Design serial_word_receiver, sky130hd; sources not shown.
Figure 1. Zoomed window.
Window x 17 to 42, y 76 to 101 um. Cells in gray, sequential cells in the stronger gray; small squares are vias.
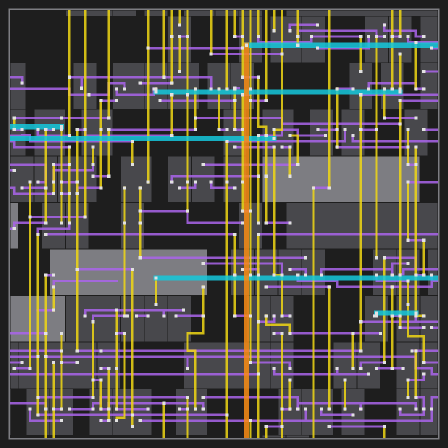
Key: metal 3 = cyan; metal 2 = yellow; metal 1 = purple; metal 4 = orange
Most frequent: nand2_1 (22), nor2_1 (18), nand3_1 (9). Sequential cells in the window: 2. 72 logic cells have their middle in the window.

Figure 2. Placement by cell class.
Scale: 3 px per um.
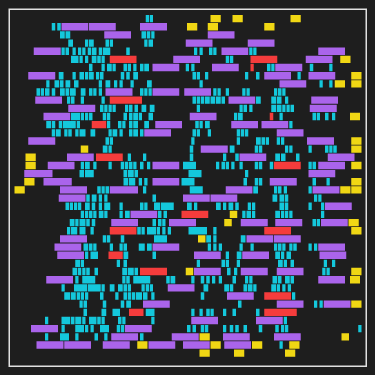
Key: other buffers and delay cells = yellow [cells 40, share of their area 7.1%]; clock drivers and dummy loads = red [cells 16, share of their area 6.2%]; flops = purple [cells 96, share of their area 45%]; combinational and other logic = cyan [cells 518, share of their area 42%]
Final Instance Area: 5610 sq um
FP Rows: 42
Core Box Area: 13200 sq um

Figure 3. Cell sizes after repair.
Scale: 3 px per um.
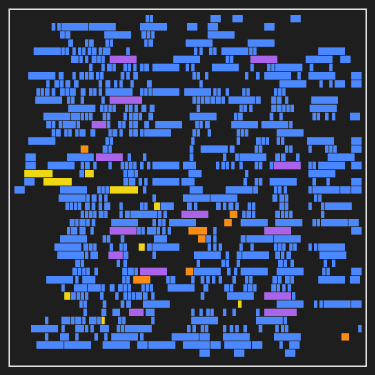
Key: _6 and larger = purple [cells 14, share 2.1%, most used clkbuf_16]; _2 cells = yellow [cells 9, share 1.3%, most used dfstp_2]; _3 and _4 cells = orange [cells 8, share 1.2%, most used buf_4]; _0 and _1 cells = blue [cells 639, share 95%, most used nand2_1]
nonclk buf count: 40
Area Overhead vs Synth: 18.2%
setup ws final: 1.39 ns

Figure 4. Track usage over the die.
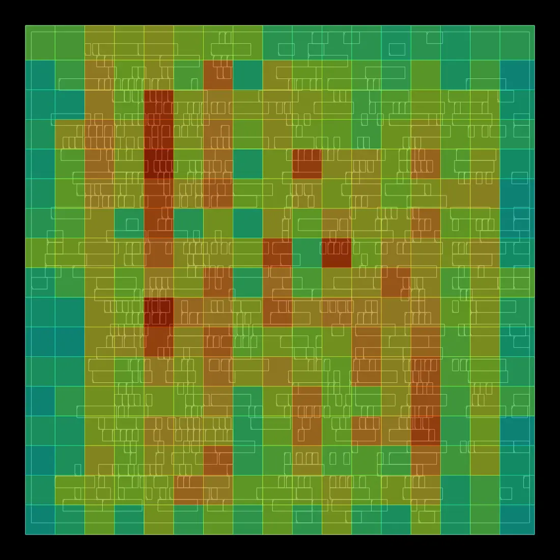
met2 usage: 27.7%
grt met3 use: 3.33%
met1 GRT Util: 22.5%
WL/cell: 12.9 um
GRT Total Usage: 17.0%

==> ci_impl_report.md <==
## Synthesis and layout report

| Metric | Value |
|---|---|
| Status | `complete, no violations` |
| WS Path Type | `reg -> reg` |
| Post-DP HPWL | `7.63 mm` |
| YS warnings | `0` |
| 1st-iter DRT viols | `212` |
| Maximum vdd drop | `0.220 mV` |
| CTS tree | `built` |
| Drt via density | `4.73` |
| Highest Signal Layer | `met4` |
| Max reg flops | `28` |
| Post-synth regs | `96` |
| Worst min path class | `reg -> reg` |
| First-pass GRT wire length | `18.8 mm` |
| Max-slew violations | `0` |
| Ports | `37` |
| Final period utilization | `63.5%` |
| Clock buffer count from CTS | `9` |
| Residual DRC | `0` |
| Yosys cell count | `629` |
| FMAX | `415 MHz` |
| Root buf cell | `clkbuf_16` |
| Clk latency late pin | `between 0.3 and 0.4 ns` |
| Post-route ant nets | `0` |
| Yosys chip area | `4750 sq um` |
| Pre-CTS WS | `1.38 ns` |
| Final Hold Vio Count | `0` |
| Setup crit end kind | `flop` |
| Synth cell types | `30` |
| Via count | `4002` |
| Top Layout Cells | `283 x nand2_1, 93 x dfrtp_1, 58 x nor2_1` |
| H-tree depth | `3` |
| Cells after Synth | `629` |
| Top Usage Layer GRT | `met2` |
| Finish-stage setup viols | `0` |
| Setup_tns | `0 ns` |
| Crit Path Max Fanout | `21` |
| Reg2reg path depth | `7` |
| Total leakage power | `about 2.9 nW` |
| Layout cells sized above 1 | `4.63%` |
[layout make-up]
type	instances	area, sq um
fillers	1390	7630
flip-flops and latches	96	2410
multi-input cells	471	2090
repair buffers	40	385
clock buffers	14	274
well taps	176	220
inverters	47	176
clock inverters	2	60.1
[Yosys cell counts (all sizes together)]
master | n | area [sq um]
o211ai | 2 | 15.0
o22ai | 1 | 6.26
o21bai | 1 | 7.51
conb | 1 | 3.75
dfrtp | 93 | 2330
dfstp | 3 | 78.8
xnor2 | 1 | 8.76
clkbuf | 11 | 41.3
inv | 44 | 165
xor2 | 6 | 52.6
buf | 4 | 35.0
nand3 | 47 | 248
nor3b | 1 | 7.51
o21ai | 31 | 155
a31o | 1 | 8.76
nor3 | 6 | 41.3
ha | 10 | 125
a21oi | 8 | 40.0
nand4 | 10 | 62.6
nand2 | 283 | 1060
nor2 | 59 | 224
nand3b | 1 | 7.51
or2 | 2 | 12.5
clkinv | 3 | 11.3
[cells by family (layout without fill, tap and decap cells)]
group / Yosys count / in the layout / share of synthesized area (%)
and+or+nand+nor: 409 / 409 / 35.1
DFF: 96 / 96 / 50.7
buffers and inverters: 62 / 103 / 5.32
AOI/OAI and AO/OA: 44 / 44 / 4.90
adders and majority gates: 10 / 10 / 2.64
xor gates and xnor gates: 7 / 7 / 1.29
other: 1 / 1 / 0.0790
[critical path, cell delays in order, from the launching register on]
cell and delay, ns:
dfrtp_1 0.41, inv_1 0.09, ha_1 0.17, nand3_1 0.14, nor3_4 0.57, nand2_1 0.64, nand2_1 0.19, nand2_1 0.07
[where the power goes]
group          internal, mW  switching (mW)  total [mW]
Combinational         0.111           0.347       0.458
Clock                 0.632           0.389        1.02
Sequential             1.06          0.0393        1.10
Power is estimated from default activity; no workload was simulated.
